`src/rtl/fredkin_alu_sequencer_if.sv`:
```
// fredkin_alu_sequencer_if: ALU request/response handshake plus Fredkin array port bundle.
interface fredkin_alu_sequencer_if #(parameter int WIDTH = 32);
    logic             req_valid;
    logic             req_ready;
    logic [2:0]       req_op;
    logic [WIDTH-1:0] req_a;
    logic [WIDTH-1:0] req_b;
    logic [WIDTH-1:0] req_c;
    logic             resp_valid;
    logic             resp_ready;
    logic [WIDTH-1:0] resp_data;
    logic             resp_err;
    logic [WIDTH-1:0] fk_a;
    logic [WIDTH-1:0] fk_b;
    logic [WIDTH-1:0] fk_c;
    logic [WIDTH-1:0] fk_p;
    logic [WIDTH-1:0] fk_q;
    logic [WIDTH-1:0] fk_r;

    modport master (
        output req_valid, req_op, req_a, req_b, req_c, resp_ready, fk_p, fk_q, fk_r,
        input  req_ready, resp_valid, resp_data, resp_err, fk_a, fk_b, fk_c
    );
    modport slave (
        input  req_valid, req_op, req_a, req_b, req_c, resp_ready, fk_p, fk_q, fk_r,
        output req_ready, resp_valid, resp_data, resp_err, fk_a, fk_b, fk_c
    );
endinterface

```
`src/rtl/fredkin_alu_sequencer.sv`:
```
// fredkin_alu_sequencer: runs 8 bitwise ALU ops as 1-2 passes through a shared Fredkin gate array.
module fredkin_alu_sequencer #(
    parameter int WIDTH      = 32,
    parameter int FK_LATENCY = 2
) (
    input  logic                          clk,
    input  logic                          rst_n,
    fredkin_alu_sequencer_if.slave        bus,
    output logic                          busy,
    output logic [7:0]                    err_count
);
    typedef enum logic [1:0] {IDLE, RUN, RESP} state_t;
    localparam logic [3:0] LAST = 4'(FK_LATENCY - 1);
    localparam logic [WIDTH-1:0] ONES = {WIDTH{1'b1}};
    localparam logic [WIDTH-1:0] ZERO = '0;

    state_t           state, state_n;
    logic [2:0]       op, op_n;
    logic [WIDTH-1:0] a, a_n, b, b_n;
    logic             pass, pass_n;
    logic [3:0]       cnt, cnt_n;
    logic             err, err_n;
    logic             rdy;
    logic [WIDTH-1:0] fa, fb, fc, fa_n, fb_n, fc_n;
    logic [WIDTH-1:0] data, data_n;
    logic [7:0]       ec_n;
    logic [WIDTH-1:0] sel;
    logic             last, mism;

    // Fredkin: P=A, Q=A?C:B, R=A?B:C; returns {A,B,C} for a given op and pass
    function automatic logic [3*WIDTH-1:0] operands(input logic [2:0] o, input logic p,
                                                    input logic [WIDTH-1:0] x, y, z, t);
        if (p)
            return (o == 3'd4) ? {y, x, t} : (o == 3'd5) ? {y, t, x} : {t, ONES, ZERO};
        return (o == 3'd3) ? {z, y, x}
             : (o == 3'd2 || o[2:1] == 2'b10) ? {x, ONES, ZERO}
             : {x, y, (o == 3'd1 || o == 3'd7) ? ONES : ZERO};
    endfunction

    assign sel  = (!pass && (op == 3'd0 || op == 3'd6)) ? bus.fk_r : bus.fk_q;
    assign last = pass || !op[2];
    assign mism = (bus.fk_p != fa) || ((bus.fk_q ^ bus.fk_r) != (fb ^ fc));

    always_comb begin
        state_n = state;
        op_n = op;
        a_n = a;
        b_n = b;
        pass_n = pass;
        cnt_n = cnt;
        err_n = err;
        {fa_n, fb_n, fc_n} = {fa, fb, fc};
        data_n = data;
        ec_n = err_count;
        case (state)
            IDLE: if (bus.req_valid && rdy) begin
                state_n = RUN;
                {op_n, a_n, b_n} = {bus.req_op, bus.req_a, bus.req_b};
                {fa_n, fb_n, fc_n} = operands(bus.req_op, 1'b0, bus.req_a, bus.req_b, bus.req_c, ZERO);
                pass_n = 1'b0;
                cnt_n = 4'd0;
                err_n = 1'b0;
            end
            RUN: if (cnt == LAST) begin
                err_n = err | mism;
                if (last) begin
                    data_n = sel;
                    state_n = RESP;
                end else begin
                    {fa_n, fb_n, fc_n} = operands(op, 1'b1, a, b, ZERO, sel);
                    pass_n = 1'b1;
                    cnt_n = 4'd0;
                end
            end else begin
                cnt_n = cnt + 4'd1;
            end
            RESP: if (bus.resp_ready) begin
                state_n = IDLE;
                {fa_n, fb_n, fc_n} = '0;
                ec_n = (err && err_count != 8'hff) ? err_count + 8'd1 : err_count;
            end
            default: state_n = IDLE;
        endcase
    end

    always_ff @(posedge clk or negedge rst_n) begin
        if (!rst_n) begin
            state <= IDLE;
            op <= '0;
            a <= '0;
            b <= '0;
            pass <= 1'b0;
            cnt <= '0;
            err <= 1'b0;
            rdy <= 1'b0;
            {fa, fb, fc} <= '0;
            data <= '0;
            err_count <= '0;
        end else begin
            state <= state_n;
            op <= op_n;
            a <= a_n;
            b <= b_n;
            pass <= pass_n;
            cnt <= cnt_n;
            err <= err_n;
            rdy <= (state_n == IDLE);
            {fa, fb, fc} <= {fa_n, fb_n, fc_n};
            data <= data_n;
            err_count <= ec_n;
        end
    end

    assign bus.req_ready  = rdy;
    assign bus.resp_valid = (state == RESP);
    assign bus.resp_data  = data;
    assign bus.resp_err   = err;
    assign bus.fk_a       = fa;
    assign bus.fk_b       = fb;
    assign bus.fk_c       = fc;
    assign busy           = (state != IDLE);
endmodule

```
`src/flat_wrapper.sv`:
```
// flat-port wrapper written by rule: the top's interface ports become plain ports
module fredkin_alu_sequencer_flat 
#(
    parameter int WIDTH      = 32,
    parameter int FK_LATENCY = 2
)
  (clk, rst_n, busy, err_count, bus_req_valid, bus_req_op, bus_req_a, bus_req_b, bus_req_c, bus_resp_ready, bus_fk_p, bus_fk_q, bus_fk_r, bus_req_ready, bus_resp_valid, bus_resp_data, bus_resp_err, bus_fk_a, bus_fk_b, bus_fk_c);
  fredkin_alu_sequencer_if #(.WIDTH(WIDTH)) bus_i ();
  input  logic clk;
  input  logic rst_n;
  output logic busy;
  output logic [7:0] err_count;
  input wire logic [$bits(bus_i.req_valid)-1:0] bus_req_valid;
  input wire logic [$bits(bus_i.req_op)-1:0] bus_req_op;
  input wire logic [$bits(bus_i.req_a)-1:0] bus_req_a;
  input wire logic [$bits(bus_i.req_b)-1:0] bus_req_b;
  input wire logic [$bits(bus_i.req_c)-1:0] bus_req_c;
  input wire logic [$bits(bus_i.resp_ready)-1:0] bus_resp_ready;
  input wire logic [$bits(bus_i.fk_p)-1:0] bus_fk_p;
  input wire logic [$bits(bus_i.fk_q)-1:0] bus_fk_q;
  input wire logic [$bits(bus_i.fk_r)-1:0] bus_fk_r;
  output wire logic [$bits(bus_i.req_ready)-1:0] bus_req_ready;
  output wire logic [$bits(bus_i.resp_valid)-1:0] bus_resp_valid;
  output wire logic [$bits(bus_i.resp_data)-1:0] bus_resp_data;
  output wire logic [$bits(bus_i.resp_err)-1:0] bus_resp_err;
  output wire logic [$bits(bus_i.fk_a)-1:0] bus_fk_a;
  output wire logic [$bits(bus_i.fk_b)-1:0] bus_fk_b;
  output wire logic [$bits(bus_i.fk_c)-1:0] bus_fk_c;
  assign bus_i.req_valid = bus_req_valid;
  assign bus_i.req_op = bus_req_op;
  assign bus_i.req_a = bus_req_a;
  assign bus_i.req_b = bus_req_b;
  assign bus_i.req_c = bus_req_c;
  assign bus_i.resp_ready = bus_resp_ready;
  assign bus_i.fk_p = bus_fk_p;
  assign bus_i.fk_q = bus_fk_q;
  assign bus_i.fk_r = bus_fk_r;
  assign bus_req_ready = bus_i.req_ready;
  assign bus_resp_valid = bus_i.resp_valid;
  assign bus_resp_data = bus_i.resp_data;
  assign bus_resp_err = bus_i.resp_err;
  assign bus_fk_a = bus_i.fk_a;
  assign bus_fk_b = bus_i.fk_b;
  assign bus_fk_c = bus_i.fk_c;
  fredkin_alu_sequencer #(.WIDTH(WIDTH), .FK_LATENCY(FK_LATENCY)) u_core (.clk(clk), .rst_n(rst_n), .bus(bus_i), .busy(busy), .err_count(err_count));
endmodule
```
`config.mk`:
```
export PLATFORM = sky130hd
export DESIGN_NAME = fredkin_alu_sequencer_flat
export DESIGN_NICKNAME = d
export VERILOG_FILES = /design/src/rtl/fredkin_alu_sequencer_if.sv /design/src/rtl/fredkin_alu_sequencer.sv /design/src/flat_wrapper.sv
export SDC_FILE = /design/constraint.sdc
export NUM_CORES = 1
export LEC_CHECK = 0
export ABC_AREA = 1
export CORE_MARGIN = 5
export CORE_UTILIZATION = 35
export CTS_CLUSTER_SIZE = 16
export DETAILED_ROUTE_END_ITERATION = 7
export PLACE_DENSITY = 0.66
export SLEW_MARGIN = 20
export SYNTH_ARGS = -nofsm -noshare
export SYNTH_HDL_FRONTEND = slang
export SYNTH_SLANG_ARGS = --single-unit
```
`constraint.sdc`:
```
create_clock -name clk -period 3.22 [get_ports clk]
set_input_delay 0.483 -clock clk [delete_from_list [all_inputs] [get_ports clk]]
set_output_delay 0.483 -clock clk [all_outputs]
set_load 0.05 [all_outputs]
```
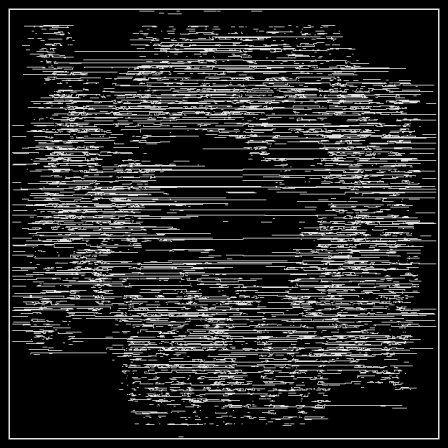
Run 1: the metal 1 layer
nets with wire on the layer: 2075
main direction: horizontal
wire length on this layer: 22.2 mm
share of all routed wire: 42%
longest straight run: 102 um

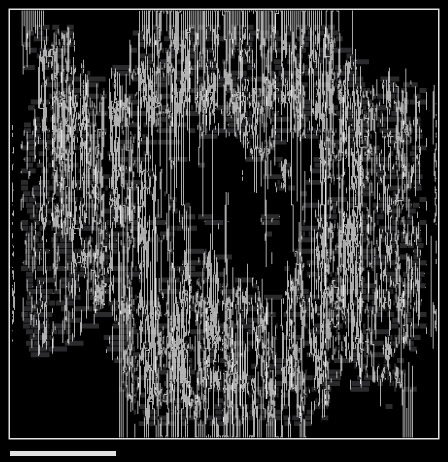
Run 1: met2 routing
The bar under the picture is 50 um long.
nets with wire on the layer: 1828
main direction: vertical
share of all routed wire: 47%

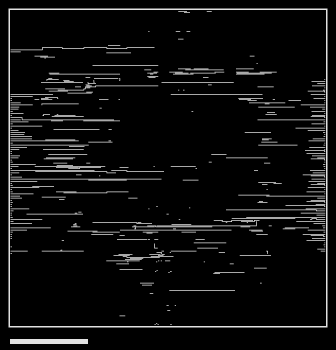
Run 1: signal wires on met3
The bar under the picture is 50 um long.
share of all routed wire: 7.5%
wire length on this layer: 3960 um
longest straight run: 96.6 um
nets with wire on the layer: 278
main direction: horizontal

==> run notes, run 1 <==
Entry: Yosys synthesis followed by OpenROAD place and route.

Global routing:
- The run gives the most utilized layer in the global route result as met2.
- In the global route stage, met3 resource usage came out at roughly 4.5%.
- The run gives the overall overflow remaining after global route as 0.
- The run puts the number of antenna violations at the first check in global routing at 1.
- The run puts the number of global-route vias before repair at 13.2k.
- The run gives the pin count of the biggest net entering global routing as approximately 90.
- The run puts the first-pass GRT wire length at about 80 mm.
- The run puts the total track usage at 24.6%.
- The run puts the fraction of met1 tracks used by global routing at between 30 and 40%.
- The run gives the global-route met2 utilization as about 40%.

CTS:
- The run puts the number of gates resized after CTS at 0.
- The number of hold buffers added after CTS was 0.
- The run puts the clock-pin slew of the registers on the worst-case setup and hold paths at 0.06 ns.
- The run gives the count of clock tree sinks as between 200 and 250.
- The run gives the cell at the root of the clock tree as sky130_fd_sc_hd__clkbuf_16.
- The run puts the depth of the CTS H-tree at 1.
- The run gives the clock tree from TritonCTS as yes.
- Clock latency on the worst-skew pair, taken at its later pin, is about 0.53 ns.
- The CTS report gives the tree buffer count as 26.

Setup path:
- The slowest stage of the critical path is the sky130_fd_sc_hd__clkdlybuf4s50_1 cell.
- STA classifies the critical path startpoint as a flop.
- Per STA, the endpoint of the critical path is busy.
- The run puts the setup slack of the worst register-to-register path at slightly below 0.8 ns.
- The run gives the endpoint of the lowest-slack register-to-register path as u_core.bus.fk_c[31].
- For reference, the most critical setup path is categorized as flop to output port.
- On the critical path the data arrives at roughly 2.2 ns.
- The run puts the highest cell delay on the worst timing path at around 0.84 ns.
- The run gives the kind of capture point of the worst setup path as an output port.
- For reference, the critical path cell chain is inv_1 > ha_1 > inv_1 > clkdlybuf4s50_1.
- The launch point of the worst register-to-register path is recorded as u_core.state[0].
- The run gives the highest net fanout along the worst path as 5.
- The run gives the endpoint required time on the critical path as 2.74 ns.
- The run gives the cell with the most instances on the worst path as sky130_fd_sc_hd__inv_1.

Final layout:
- The final layout contains 2300 nets.
- The run gives the flop share of the area as a little under a third.
- The run puts the fraction of area in clock buffers and inverters at under 10%.
- The run gives the buffer count excluding the clock tree in the final layout as ~370.
- There are approximately 210 flip-flops and latches.
- Per the run report, area growth between synthesis and finish was 35.6%.
- With fillers left out, the area of the finished cells amounts to 17600 um^2.
- Summing all multi-input logic gate instances after layout gives about 6600 um^2.
- The run puts the clock buffer count at 38.
- The sequential cells in the finished layout cover a total of around 5300 um^2.
- The run puts the final instance count without filler cells at ~2.6k.
- The run puts the logic share of the area at a little under two fifths.
- In the final design, more cell area goes to multi-input combinational cells than to any other class.
- The run puts the share of final layout cell area taken by non-clock buffers at a little over a fifth.
- The run puts the final antenna diode count at 2.

Placed design:
- The run puts the final weighted congestion in routability-driven placement at 0.875.
- The run puts the pre-CTS setup slack at just over 0.6 ns.
- The run gives the instance area after placement as between 15000 and 20000 um^2.
- The run gives the cell count after placement as 2534.
- The run puts the number of buffers inserted by port buffering at ~340.

Timing:
- The run gives the setup slack after layout as ~0.53 ns.
- The run puts the post-route setup TNS at 0 ns.
- The final hold violation count recorded for this run is 9.
- The run gives the largest clock skew in the final design as around 0.013 ns.
- The run puts the transition time at the pin with the least slew margin at roughly 0.9 ns.
- The run gives the post-route fraction of the period consumed by the critical path as between 80% and 90%.
- The run puts the post-layout minimum cycle time at between 2 and 3 ns.
- The run puts the worst hold-check slack at -0.0104 ns.
- The run puts the number of setup violations in the final report at 0.
- Setup repair after global routing left no endpoint under its margin.

Status:
- The checks that failed: hold timing.
- The run finished, with violations left.

Synthesis:
- The run puts the post-synth design cell area at 13000 um^2.
- The run puts the cell count after synthesis at between 1.5k and 2k.
- The net count after synthesis is ~2.0k.
- Yosys instantiated no cell more often than sky130_fd_sc_hd__nand2_1.
- Looking at the cell usage after synthesis, the top flip-flop cell is sky130_fd_sc_hd__dfrtp_1.
- The run gives the fraction of synthesized area in multiplexers as less than 1%.
- The run puts the cell count listed in synth_stat.txt at around 1.8k.
- The run gives the number of flops mapped to enable cells by yosys as 0.
- Yosys attributes the largest share of cell area to sky130_fd_sc_hd__dfrtp_1, sky130_fd_sc_hd__nand2_1, sky130_fd_sc_hd__o21ai_0.
- The run gives the area share of the leading cell type in the synthesized netlist as about two fifths.
- The run gives the AND-OR/OR-AND share of the synthesized area as between 10% and 20%.
- The number of different library cells used by synthesis comes to 38.
- The run gives the xor and xnor fraction of the mapped netlist area as ~7.6%.
- Ranked by instance count, the synthesized netlist is headed by sky130_fd_sc_hd__nand2_1, sky130_fd_sc_hd__dfrtp_1, sky130_fd_sc_hd__o21ai_0, sky130_fd_sc_hd__inv_1, sky130_fd_sc_hd__xnor2_1.
- Synthesis inferred roughly 210 register bits.
- Of the combinational cells, the family taking the most area is simple AND/OR/NAND/NOR gates.
- The synthesis report gives the async set-or-reset register share as 100%.
- The run gives the share of synthesized area occupied by flip-flops and latches as 40.8%.

Die:
- The run gives the full die area as 41100 um^2.
- The run gives the core area as roughly 37000 um^2.
- The floorplan report gives the top-level pin count as 339.
- The floorplan has around 70 rows.

Job:
- In this run the tools logged warnings totalling 30.

Routing:
- The run puts the first-pass iteration count of the detailed router at 5.
- The detailed router reported a total wirelength of 52.6 mm.
- The run puts the met1 layer wirelength in the final routing at between 20 and 25 mm.
- The run puts the wire length on met3 at between 3 and 4 mm.
- After detailed routing, the average wire length per cell comes to 20.4 um.
- Per the post-route antenna check, the number of violating nets is 0.
- The routed layout reports a DRC error count of 0.
- The run puts the met2 wirelength from detailed routing at between 20 and 25 mm.

Power:
- The run gives the combinational share of power as slightly above 60%.
- For this design the ratio of total power to cell area is 1200 nW/um^2.
- The combinational power reported by the tool is approximately 13 mW.
- Of all power groups, the one with the highest power is combinational cells.
- The run gives the overall power as between 20 and 25 mW.
- Summed over all sequential cells, the power is about 5.1 mW.
- The run gives the portion of total power attributed to sequential cells as between 20% and 30%.
- The run puts the internal power component at slightly below 10 mW.
- The run puts the net switching fraction of the power at 53.2%.
- The run gives the static leakage as approximately 8.1 nW.
==> run 1: flip-flops by register name (all words and copies together) (netlist names) <==
signal,cells
u_core.cnt,4
u_core.bus.fk_a,32
u_core.b,32
u_core.bus.fk_b,32
u_core.op,3
u_core.bus.fk_c,32
u_core.a,32
u_core.err_count,8
u_core.bus.req_ready,1
u_core.bus.resp_err,1
u_core.bus.resp_data,32
u_core.pass,1
u_core.state,2
==> run 1: worst max-delay path, delay by kind of cell (launching register included) <==
kind       cells  cell delay [ns]
fa+ha+maj      1             0.25
flops          1             0.37
buf+inv        3             1.06
==> run 2, diff against run 1 <==
PLACE_DENSITY = 0.68   (was 0.66)
clock period = 2.4 ns   (was 3.22 ns; I/O delays follow)
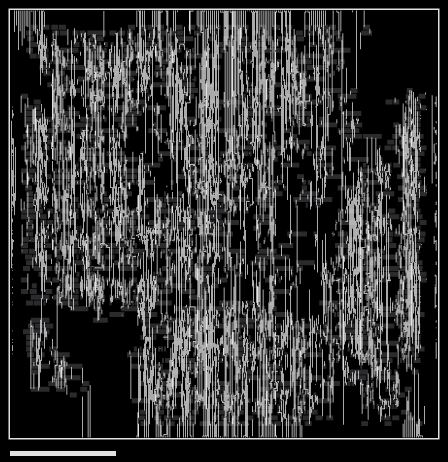
Run 2: met2 routing
The bar under the picture is 50 um long.
wire length on this layer: 24.5 mm
nets with wire on the layer: 1824
share of all routed wire: 45%
main direction: vertical
longest straight run: 83.3 um

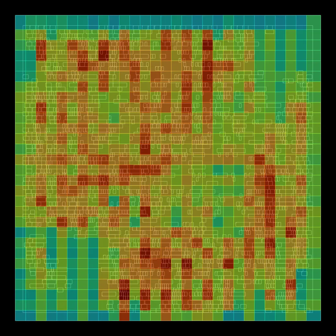
Run 2: congestion heat map
GRT met3 Usage: 5.99%
global-route total usage across every layer: 25.4%
Finished Core Util: 48.9%
met1 global-route usage: 34.7%
most used routing layer: met2

==> run 2 against run 1 <==
  * Die size stayed put
  * Highest routed layer unchanged
  * Sequential cell count unchanged
  * The run now ends clean
  * Global-route usage is 0.77 points higher
  * Non-clock buffer count rose by 21
  * Sequential share of layout area shrank 0.48 points
  * Count of clock-buffer cells in the layout shrank 2
  * Synthesized cell count stayed put
  * Clock skew up 0.0045 ns
  * Critical path depth shrank 3
  * Largest cell class unchanged
  * Critical endpoint is now bus_fk_c[16]
  * Power grew 37%
  * Register-to-register slack worse by 0.61 ns
  * First-iteration DRC count grew 10%
==> run notes, run 2 <==
Entry: Yosys synthesis followed by OpenROAD place and route.

Setup path:
- The worst setup path is of the flop to output port kind.
- The run gives the timing startpoint of the critical path as u_core.bus.fk_c[16].
- The run gives the gate family responsible for the most delay along the worst path as buffers and inverters.
- The run puts the depth of the worst register-to-register path at 7.
- The run gives the critical-path cell with the highest stage delay as sky130_fd_sc_hd__clkdlybuf4s50_1.
- The run gives the arrival time reported for the critical path endpoint as 1.98 ns (-0.23 ns).
- The run puts the setup slack of the worst register-to-register path at 0.17 ns (-0.61 ns).
- According to the timing report, the critical path is captured at bus_fk_c[16].
- STA classifies the critical path endpoint as an output port.
- The launch point of the worst register-to-register path is recorded as u_core.op[1].
- Per the timing report, the most critical flop-to-flop path finishes at u_core.bus.fk_c[22].
- The endpoint required time on the critical path came to 2.04 ns (-0.70 ns).
- The run puts the number of gates on the worst path with buffers counted at 1 (-3).
- The run puts the buffers plus inverters on the worst setup path at 1 (-2).
- The run gives the highest cell delay on the worst timing path as 0.96 ns (+0.12 ns).
- Listed in order, past its start point the critical path passes clkdlybuf4s50_1.
- The worst setup path is launched from a flop.
- The run puts the highest net fanout along the worst path at 4 (-1).

Die:
- The count of pins on the block boundary was 339 (unchanged).
- The run puts the y dimension of the die at approximately 200 um.
- The run puts the die boundary width at between 200 and 250 um.
- The run gives the full die area as 41100 um^2 (unchanged).
- The run puts the floorplan-stage core utilization at a little over a third.
- The run puts the core area at 36600 um^2 (unchanged).
- The number of cell rows is 70 (unchanged).

Routing:
- For this block, the initial DRC count from the detailed router was between 1k and 1.5k.
- The total wire length after detailed routing is 53.8 mm (+2.4%).
- The run gives the number of vias per cell after detailed routing as 5.12.
- The run puts the number of nets with antenna violations after routing at 0 (unchanged).
- The run puts the wire length per cell after detailed routing at 20.7 um (+1.5%).
- The run gives the first-pass iteration count of the detailed router as 5 (unchanged).
- The run gives the remaining routing DRC violations as 0 (unchanged).
- The detailed router placed about 13k vias in this run.

Synthesis:
- Looking at area per cell type in the netlist, the leader is sky130_fd_sc_hd__dfrtp_1.
- For this run the top cell type by instance count after synthesis was sky130_fd_sc_hd__nand2_1.
- The run gives the simple-gate portion of the synthesized area as 23.9%.
- The share of synthesized area occupied by flip-flops and latches was 40.8% (unchanged).
- The stat command in Yosys gives a chip area of ~13000 um^2.
- The run puts the fraction of synthesized area in multiplexers at 0.0867% (unchanged).
- The xor and xnor fraction of the mapped netlist area was 7.55% (unchanged).
- For reference, the top logic cell family by area is simple AND/OR/NAND/NOR gates.
- The run gives the flip-flop and latch count after synthesis as 212 (unchanged).
- The run gives the unique cell type count in the Yosys netlist as 38 (unchanged).
- The run gives the AND-OR/OR-AND share of the synthesized area as 18.6% (unchanged).
- The run gives the area fraction in full adders, half adders and majority gates as less than 1%.
- The run gives the cell count after synthesis as 1798 (unchanged).
- The number of flops mapped to enable cells by yosys was 0 (unchanged).
- The run gives the number of warning messages in the yosys log as 0.
- The main area contributors are sky130_fd_sc_hd__dfrtp_1, sky130_fd_sc_hd__nand2_1, sky130_fd_sc_hd__o21ai_0.
- The run gives the area share of the leading cell type in the synthesized netlist as 40.8% (unchanged).
- The synthesis report names the predominant flop master as sky130_fd_sc_hd__dfrtp_1.
- The run gives the net count after synthesis as 2004 (unchanged).
- The run gives the cell count listed in synth_stat.txt as 1798 (unchanged).
- After synthesis, the mean cell area works out to between 7 and 8 um^2.
- By count the netlist is led by sky130_fd_sc_hd__nand2_1, sky130_fd_sc_hd__dfrtp_1, sky130_fd_sc_hd__o21ai_0, sky130_fd_sc_hd__inv_1, sky130_fd_sc_hd__xnor2_1.
- The post-synthesis async set-or-reset flop share is 100% (unchanged).
- The run gives the post-synth design cell area as 13000 um^2 (unchanged).

CTS:
- The run gives the count of clock tree sinks as 212 (unchanged).
- The run gives the clock-pin slew of the registers on the worst-case setup and hold paths as 0.06 ns (about the same).
- The run puts the maximum buffer depth of the clock tree at 3.
- The run puts the depth of the CTS H-tree at 1 (unchanged).
- TritonCTS built the clock tree.
- The run gives the clock latency at the later pin of the worst-skew pair as 0.54 ns (about the same).
- The number of buffers created by CTS is 27 (+3.8%).
- The tree is rooted in a sky130_fd_sc_hd__clkbuf_16.

Placed design:
- The number of buffers inserted by port buffering came to 338 (unchanged).
- The run puts the instance area after placement at 17000 um^2 (+1.5%).
- The final weighted congestion in routability-driven placement came to 0.895 (+2.4%).
- The run gives the half-perimeter wire length after detailed placement as approximately 41 mm.
- The cell count after placement was 2554 (+0.79%).
- The pre-CTS setup slack is -0.0202 ns (-0.628 ns).

Global routing:
- The run gives the overall overflow remaining after global route as 0 (unchanged).
- The number of global-route vias before repair came to 13.3k (+0.42%).
- The run gives the first-pass GRT wire length as 81.1 mm (+2.1%).
- The run puts the number of antenna violations at the first check in global routing at 6 (+5).
- The run puts the pin count of the biggest net entering global routing at 76 (-15%).

Timing:
- Per the timing report, the achievable frequency comes out to 428 MHz.
- The setup slack after layout came to 0.0612 ns (-0.467 ns).
- The run gives the transition time at the pin with the least slew margin as 0.656 ns (-0.244 ns).
- The largest clock skew in the final design came to 0.0176 ns (+0.00453 ns).
- Setup repair after global routing left no endpoint under its margin.
- The run gives the number of setup violations in the final report as 0 (unchanged).
- The post-route setup TNS came to 0 ns (unchanged).
- The number of hold violations in the final report is 0 (-9).
- The final timing report derives a shortest allowable period of 2.34 ns.
- The run puts the post-route fraction of the period consumed by the critical path at between 90% and 100%.
- The worst hold-check slack is 0.325 ns (+0.335 ns).
- The run gives the final max-slew violation count as 0.
- The run puts the worst relative slew slack at roughly 56%.

Final layout:
- The sequential cell area is 5310 um^2 (unchanged).
- Leaving out fill and tap cells, the most frequent cell in the layout is sky130_fd_sc_hd__nand2_1.
- The top cell types in the final layout, fill and taps aside, are sky130_fd_sc_hd__nand2_1, sky130_fd_sc_hd__clkdlybuf4s50_1, sky130_fd_sc_hd__dfrtp_1, sky130_fd_sc_hd__o21ai_0, sky130_fd_sc_hd__inv_1.
- The run puts the filler cell count in the final layout at 3582.
- The run gives the combined area of the multi-input logic cells as 6600 um^2 (-0.15%).
- The run gives the final instance count without filler cells as 2605 (+0.93%).
- The run gives the final standard cell area without fillers as 17900 um^2 (+1.6%).
- The run gives the fraction of final layout cells sized beyond drive strength 1 as approximately 6.1%.
- Compared with the post-synthesis result, the final layout area differs by 37.8%.
- The post-layout net count came to 2322 (+0.96%).

Power:
- The portion of total power attributed to sequential cells came to 23.7% (-0.5 points).
- The net switching fraction of the power is 52.7% (-0.46 points).
- The static leakage was 8.23 nW (+1.9%).
- The combinational gate power was 18.1 mW (+38%).
- The run puts the worst supply voltage drop on vdd at 1190 uV.
- The power report attributes to the clock group a share of between 10% and 20%.
- The run gives the power in the clock group as about 4.0 mW.
- The run puts the overall power at 29.0 mW (+37%).
- The run gives the internal power component as 13.7 mW (+39%).
- The run gives the total power density per cell area as 1620 nW/um^2 (+35%).
- In the power breakdown, the biggest contributor is combinational cells.
- The run gives the net switching power as 15.3 mW.
- The combinational share of power came to 62.5% (+0.5 points).
- The sequential cell power is 6.87 mW (+34%).

Job:
- The run gives the tally of OpenROAD warnings as 30 (unchanged).
- The run puts the reported max-cap violation count at 0.

Status:
- The flow ran to the end, and the final reports show no timing, DRC or antenna violations.

Min path:
- In this run the worst hold path is classified as input port to async pin.
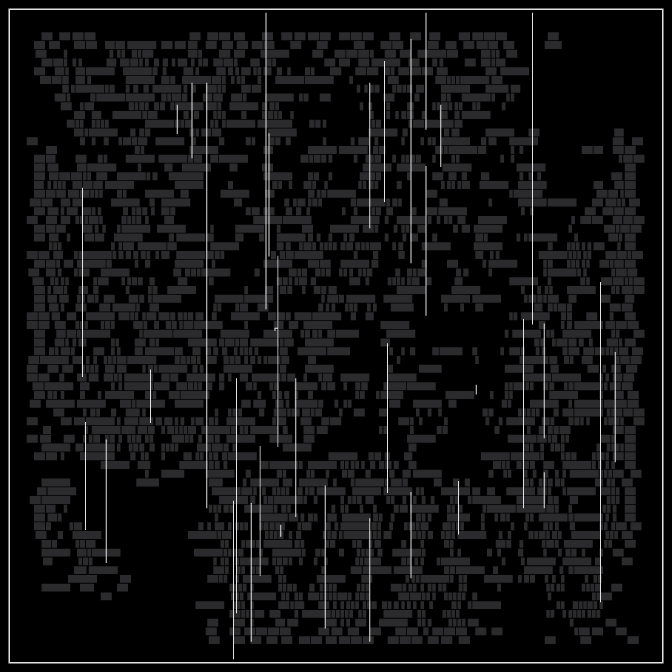
Run 2: metal 4
longest straight run: 132 um
main direction: vertical

run 2: cell counts after synthesis:
Identical to the previous run, type by type.
run 2: cell type report:
type	count	area share, %
Multi-Input combinational cell	1328	36.9
Sequential cell	212	29.6
Timing Repair Buffer	386	22.0
Clock buffer	36	4.07
Inverter	161	3.39
Tap cell	468	3.27
Clock inverter	9	0.713
Antenna cell	5	0.0699
run 2: what timing repair did:
action	4_1_cts	5_1_grt
buffers inserted	0	0
gates resized	0	0
endpoints found under the setup margin	0	0
endpoints found under the hold margin	47	0
hold buffers	1	0
run 2: metal layers:
metal	wire length, um	share of wire, %	up-vias	GRT usage, %
met5	13	0.024	-	0
met4	1520	2.8	2	7.25
met3	4540	8.4	78	5.99
met2	24500	45	533	40.4
met1	23300	43	6296	34.7
li1	-	-	6440	-
==> run 3, diff against run 2 <==
CTS_BUF_LIST = sky130_fd_sc_hd__clkbuf_4   (was not set)
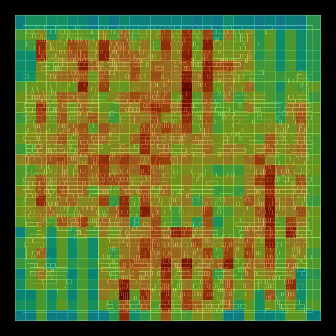
Run 3: congestion heat map
GRT met3 Usage: 6.17%
Finished Core Util: 48.7%
met1 global-route usage: 35.1%
global-route total usage across every layer: 25.7%

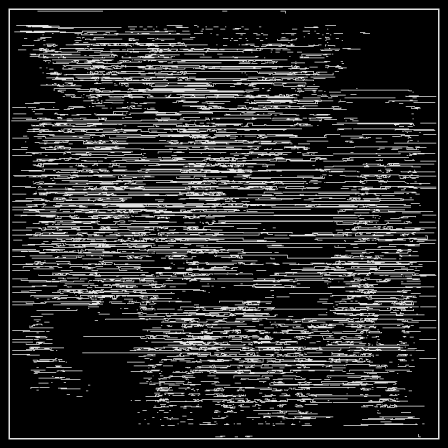
Run 3: the metal 1 layer
wire length on this layer: 23.8 mm
main direction: horizontal

==> run 3 against run 2 <==
  * Die size unchanged
  * Clock power decreased by 11%
  * Clock skew increased by 0.028 ns
  * First-iteration DRC count decreased by 4.9%
  * Final cell count increased by 2.6%
  * Largest cell class unchanged
  * Global-route usage increased by 0.34 points
  * Combinational power about the same
  * Fmax increased by 0.32%
  * Count of clock-buffer cells in the layout increased by 59
  * Area after synthesis unchanged
  * Register-to-register slack about the same
==> run notes, run 3 <==
Entry: Yosys synthesis followed by OpenROAD place and route.

Routing:
- The run puts the number of DRC violations after detailed-routing iteration 0 at 1096 (-4.9%).
- The run puts the remaining routing DRC violations at 0 (unchanged).
- The total wire length after detailed routing came to 54.5 mm (+1.2%).
- The run gives the met1 layer wirelength in the final routing as 23.8 mm (+2.1%).
- The run gives the number of vias per cell after detailed routing as 5.12 (about the same).
- The run puts the wire length on met3 at 4.50 mm (-0.79%).
- The run gives the via count of the routed design as 13.7k (+2.6%).
- Signal routing reaches up to met5.
- The run gives the wire length per cell after detailed routing as 20.4 um (-1.4%).
- The met2 wirelength from detailed routing is 25.0 mm (+1.9%).
- The run puts the number of nets with antenna violations after routing at 0 (unchanged).
- The run gives the first-pass iteration count of the detailed router as 5 (unchanged).

Global routing:
- The run puts the global-route met2 utilization at 41.0% (+0.60 points).
- The overall overflow remaining after global route is 0 (unchanged).
- The run gives the pin count of the biggest net entering global routing as 76 (unchanged).
- The run puts the first-pass GRT wire length at 81.9 mm (+0.94%).
- Per the GRT log, the top usage layer is met2.
- The run gives the number of global-route vias before repair as 13.6k (+2.2%).
- The number of antenna violations at the first check in global routing is 7 (+1).

Final layout:
- The run puts the post-layout net count at 2356 (+1.5%).
- The run gives the post-synthesis to final-layout area growth as 37.2%.
- Among logic cells in the layout, the one with the most instances is sky130_fd_sc_hd__nand2_1.
- The sequential cell area is 5310 um^2 (unchanged).
- The final instance count without filler cells came to 2674 (+2.6%).
- The run gives the fraction of final layout cells sized beyond drive strength 1 as 8.59% (+2.5 points).
- The filler cell count in the final layout came to 3686 (+2.9%).
- The run gives the combined area of the multi-input logic cells as 6600 um^2 (unchanged).
- By instance count after routing, the leading logic cell types are sky130_fd_sc_hd__nand2_1, sky130_fd_sc_hd__clkdlybuf4s50_1, sky130_fd_sc_hd__dfrtp_1, sky130_fd_sc_hd__o21ai_0, sky130_fd_sc_hd__inv_1.

Setup path:
- The worst register-to-register path begins at u_core.op[1].
- The endpoint required time on the critical path came to 2.04 ns (about the same).
- The run gives the depth of the worst register-to-register path as 7 (unchanged).
- The worst setup path is captured at an output port.
- The run gives the destination of the critical timing path as bus_fk_c[4].
- On the critical path, the stage with the largest delay is an instance of sky130_fd_sc_hd__clkdlybuf4s50_1.
- Per STA, the startpoint of the critical path is u_core.bus.fk_c[4].
- The run gives the critical setup path kind as flop to output port.
- The capture point of the worst register-to-register path is recorded as u_core.bus.fk_c[22].
- The run puts the setup slack of the worst register-to-register path at 0.16 ns (about the same).
- Broken down by cell family, the worst path's largest delay share belongs to buffers and inverters.
- The arrival time reported for the critical path endpoint is 1.97 ns (about the same).
- The run puts the highest net fanout along the worst path at 3 (-1).
- Traced cell by cell, the critical path runs through clkdlybuf4s50_1.
- The run gives the number of gates on the worst path with buffers counted as 1 (unchanged).
- The highest cell delay on the worst timing path came to 0.83 ns (-0.13 ns).
- STA classifies the critical path startpoint as a flop.
- The buffers plus inverters on the worst setup path was 1 (unchanged).

Synthesis:
- The run gives the xor and xnor fraction of the mapped netlist area as 7.55% (unchanged).
- The run gives the net count after synthesis as 2004 (unchanged).
- The run puts the post-synthesis async set-or-reset flop share at 100% (unchanged).
- The flip-flop and latch count after synthesis is 212 (unchanged).
- The run gives the number of flops mapped to enable cells by yosys as 0 (unchanged).
- The run gives the post-synthesis cell type with the largest instance count as sky130_fd_sc_hd__nand2_1.
- The run puts the area fraction in full adders, half adders and majority gates at 0.674% (unchanged).
- The main area contributors are sky130_fd_sc_hd__dfrtp_1, sky130_fd_sc_hd__nand2_1, sky130_fd_sc_hd__o21ai_0.
- The run gives the most used flip-flop cell as sky130_fd_sc_hd__dfrtp_1.
- The run puts the AND-OR/OR-AND share of the synthesized area at 18.6% (unchanged).
- The run puts the fraction of synthesized area in multiplexers at 0.0867% (unchanged).
- The run puts the cell count listed in synth_stat.txt at 1798 (unchanged).
- The run gives the number of warning messages in the yosys log as 0 (unchanged).
- The run gives the library cell occupying the most area in the post-synthesis netlist as sky130_fd_sc_hd__dfrtp_1.
- Ranked by instance count, the synthesized netlist is headed by sky130_fd_sc_hd__nand2_1, sky130_fd_sc_hd__dfrtp_1, sky130_fd_sc_hd__o21ai_0, sky130_fd_sc_hd__inv_1, sky130_fd_sc_hd__xnor2_1.
- The unique cell type count in the Yosys netlist is 38 (unchanged).
- The run puts the cell count after synthesis at 1798 (unchanged).
- Grouping non-sequential cells by family puts the most area in simple AND/OR/NAND/NOR gates.
- The run puts the share of synthesized area occupied by flip-flops and latches at 40.8% (unchanged).
- The post-synth design cell area came to 13000 um^2 (unchanged).
- The run puts the chip area from the yosys synthesis statistics at 13000 um^2 (unchanged).
- The run puts the area share of the leading cell type in the synthesized netlist at 40.8% (unchanged).
- The per-instance average area after synthesis is 7.22 um^2 (unchanged).
- The run puts the simple-gate portion of the synthesized area at 23.9% (unchanged).

Die:
- The y dimension of the die is 203 um (unchanged).
- The run puts the die boundary width at 203 um (unchanged).
- The floorplan-stage core utilization was 35.5% (unchanged).
- The run gives the full die area as 41100 um^2 (unchanged).
- The number of cell rows is 70 (unchanged).
- The run gives the core area as 36600 um^2 (unchanged).
- The run puts the count of pins on the block boundary at 339 (unchanged).

CTS:
- The run puts the number of gates resized after CTS at 51 (+51).
- The run gives the number of buffers inserted to repair setup after CTS as 0 (unchanged).
- The run gives the count of clock tree sinks as 212 (unchanged).
- The run puts the depth of the CTS H-tree at 2 (+1).
- The run gives the maximum buffer depth of the clock tree as 3 (unchanged).
- The clock latency at the later pin of the worst-skew pair is 0.73 ns (+0.19 ns).
- The number of buffers created by CTS is 61 (+130%).
- The count of hold-fix buffers inserted at cts came to 1 (unchanged).
- The run gives the cell at the root of the clock tree as sky130_fd_sc_hd__clkbuf_4.
- The run gives the clock tree from TritonCTS as yes.
- The clock-pin slew of the registers on the worst-case setup and hold paths came to 0.07 ns (about the same).

Power:
- The portion of total power attributed to sequential cells came to 24.2% (+0.5 points).
- Looking at the group totals, the largest power group turns out to be combinational cells.
- The run gives the net switching fraction of the power as 54.4% (+1.7 points).
- The run puts the worst supply voltage drop on vdd at 1110 uV (-7.0%).
- The run puts the overall power at 28.4 mW (-2.3%).
- The sequential cell power came to 6.85 mW (about the same).
- The fraction of power consumed by the clock network was 12.7% (-1.2 points).
- The run gives the combinational share of power as 63.2% (+0.7 points).
- The run gives the net switching power as 15.4 mW (+0.79%).
- The run puts the power in the clock group at 3.59 mW (-11%).
- The total power density per cell area came to 1590 nW/um^2 (-1.9%).
- The internal power component was 12.9 mW (-5.8%).
- The static leakage is 8.53 nW (+3.6%).
- The run gives the combinational gate power as 17.9 mW (about the same).

Placed design:
- The run gives the final weighted congestion in routability-driven placement as 0.895 (unchanged).
- The run puts the cell count after placement at 2554 (unchanged).
- The run gives the half-perimeter wire length after detailed placement as 41.0 mm (unchanged).
- The number of buffers inserted by port buffering was 338 (unchanged).

Min path:
- The run gives the worst min-delay path category as input port to async pin.

Timing:
- The run puts the post-layout minimum cycle time at 2.33 ns (-0.00746 ns).
- The run gives the final max-slew violation count as 0 (unchanged).
- The run puts the transition time at the pin with the least slew margin at 0.663 ns (+0.00646 ns).
- The number of setup violations in the final report is 0 (unchanged).
- Setup repair after global routing left no endpoint under its margin.
- The run puts the post-route fraction of the period consumed by the critical path at 97.1% (-0.31 points).
- The highest achievable clock rate is 429 MHz (+0.32%).
- The largest clock skew in the final design is 0.0454 ns (+0.0278 ns).
- The run gives the worst relative slew slack as 55.8% (-0.43 points).
- The number of hold violations in the final report was 0 (unchanged).

Status:
- The flow ran to the end, and the final reports show no timing, DRC or antenna violations.

Job:
- The run puts the reported max-cap violation count at 0 (unchanged).
- The run gives the tally of OpenROAD warnings as 31 (+3.3%).
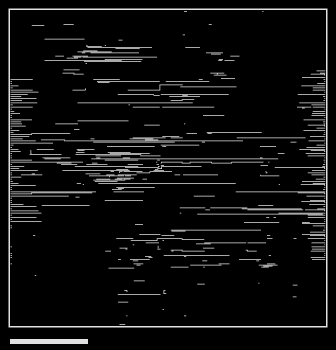
Run 3: signal wires on met3
The bar under the picture is 50 um long.
nets with wire on the layer: 292
main direction: horizontal
wire length on this layer: 4500 um

## run 3: layout make-up
type | count | area share (%)
Tap cell | 468 | 3.29
Clock inverter | 18 | 0.534
Clock buffer | 95 | 4.00
Multi-Input combinational cell | 1328 | 37.0
Timing Repair Buffer | 386 | 21.9
Inverter | 161 | 3.41
Antenna cell | 6 | 0.0843
Sequential cell | 212 | 29.8
## run 3: stage by stage
step	area, um^2	hold slack, ns	util [%]	setup slack, ns	setup TNS [ns]
2_1_floorplan	13000	0.0644	-	0.228	0
3_3_place_gp	17000	0.320	46.5	-0.0204	-0.0204
3_5_place_dp	17000	0.313	46.5	-0.0202	-0.0202
4_1_cts	17800	0.110	48.6	0.00161	0
5_1_grt	17800	0.156	48.7	0.000148	0
6_report	17800	0.171	48.7	0.0687	0
Power figures rest on the tool's default switching activity, not on a simulated workload.
